Design load_store_unit, sky130hd; sources not shown.
Cell area per tile:
(2 px per um) The die is cut into 11 by 11 equal tiles; white is low, dark blue is high, 0 to 100% covered.
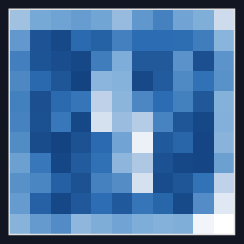
The fullest tile reaches 92%. 0.80% of the tiles are nearly empty. The mean over all tiles is 65%. The densest ninth of the die: left middle. 41% of the tiles are over 75% full.
core utilization at floorplan: 0.4915
Util after Layout: 0.7291
Core ar.: 11,370 sq um

M4 wires:
(3 px per um)
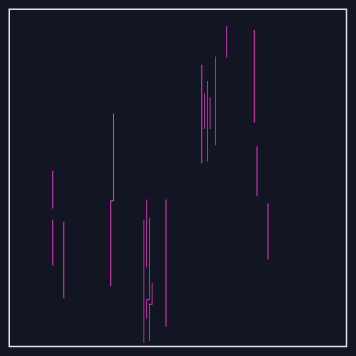
15 nets have wire on it. The layer holds 2.7% of the routed length. The longest straight run is 42.2 um.
final WL: 17,170 um
DR vias: 5,698

==> results.py <==
# Synthesis and PnR figures
metrics = {
    "synthesis": {
        "topCellsByArea": "dfrtp_1, nand2_1, o21ai_0, nand3_1, nor2_1",
        "top_area_cell": "dfrtp_1",
        "edf_count": 0,
        "mappedNetlistArea_sq_um": 5588,
        "yosys_cells": 726,
        "synth_top_area_share": 0.5150,
    },
    "sta": {
        "period_used_share": 0.7755,
        "setup_viol": 0,
        "finalMaxSlewViolations": 0,
        "skew_ns": 0.01026,
        "fin_crit_ns": 2.792,
    },
    "power_and_ir_drop": {
        "power_density_nw_per_um2": 846.8,
        "p_switching_w": 0.002707,
        "pwr-share-clk": 0.246,
        "p_int_w": 0.004312,
        "p_seq_w": 0.00226,
        "power_leader": "combinational cells",
        "leakage_nw": 4.160,
        "p_clk_w": 0.00173,
    },
    "clock_network": {
        "clk_pin_slew_worst_paths_ns": 0.05,
        "cts_sinks": 115,
        "cts_tree": "done",
        "numCtsBuffers": 17,
        "htree_levels": 4,
    },
    "route": {
        "ant_nets": 0,
        "via_per_inst": 5.271,
        "wl_per_cell_um": 15.89,
    },
    "worst_setup_path": {
        "reg2regPathDepth": 8,
        "endpoint_kind": "register",
    },
    "layout": {
        "nets": 1036,
        "seqCellArea_sq_um": 2878,
    },
    "floorplan": {
        "die_x_um": 111.9,
        "io_pins": 211,
    },
    "place": {
        "dpl.hpwl_um": 12020,
    },
    "run_status": {
        "outcome": "completed",
    },
    "grt": {
        "antenna_found_initial": 0,
        "grt_pass1_wl_um": 27760,
    },
}
==> layer usage <==
layer  vias up  track usage  share of wire
met5         -            0              0
met4         0       0.1078          0.026
met3        40       0.1132           0.10
met2       271       0.4622           0.49
met1      2685       0.3303           0.38
li1       2702            -              -
==> layout make-up <==
type                            instances  area share
Inverter                               29     0.01313
Tap cell                              143     0.02158
Sequential cell                       115      0.3472
Timing Repair Buffer                  212      0.2528
Multi-Input combinational cell        550      0.2922
Clock buffer                           23     0.05766
Clock inverter                          9     0.01540
==> cells by family after synthesis <==
family	after synthesis	share of synthesized area
compound gates	86	0.08263
xor+xnor	4	0.006269
fa+ha+maj	6	0.01343
buf+inv	63	0.04904
flops	115	0.5150
mux	1	0.001791
other cells	1	0.0006711
simple gates	450	0.3312
==> cell usage in the layout (no fill, tap or decap), types with 6 or more instances in the layout <==
cell type	instances
nand2_1	340
dfrtp_1	115
inv_1	27
o21ai_0	54
ha_1	6
clkbuf_16	17
clkdlybuf4s50_1	102
nand3_1	48
nor2_1	49
a31oi_1	8
dlygate4sd3_1	104
a21oi_1	16
==> critical path: stages (launching register included) <==
cell and delay (ns):
dfrtp_1 0.41, inv_1 0.10, ha_1 0.38, o21ai_0 0.18, nor2_1 0.27, nand2_4 0.27, nor2_2 0.86, nand2_1 0.16
nand2_1 0.09
==> per-stage QoR <==
stage	worst slack [ns]	area, sq um	cells	utilization
finish	0.8080	8289	1081	0.7291
global route	0.5274	8289	1081	0.7291
CTS	0.9458	8324	1081	0.7321
detailed placement	0.9457	7719	1049	0.6789
global placement	0.9639	7719	1049	0.6789
floorplan	1.954	5595	728	-
Power is estimated from default activity; no workload was simulated.
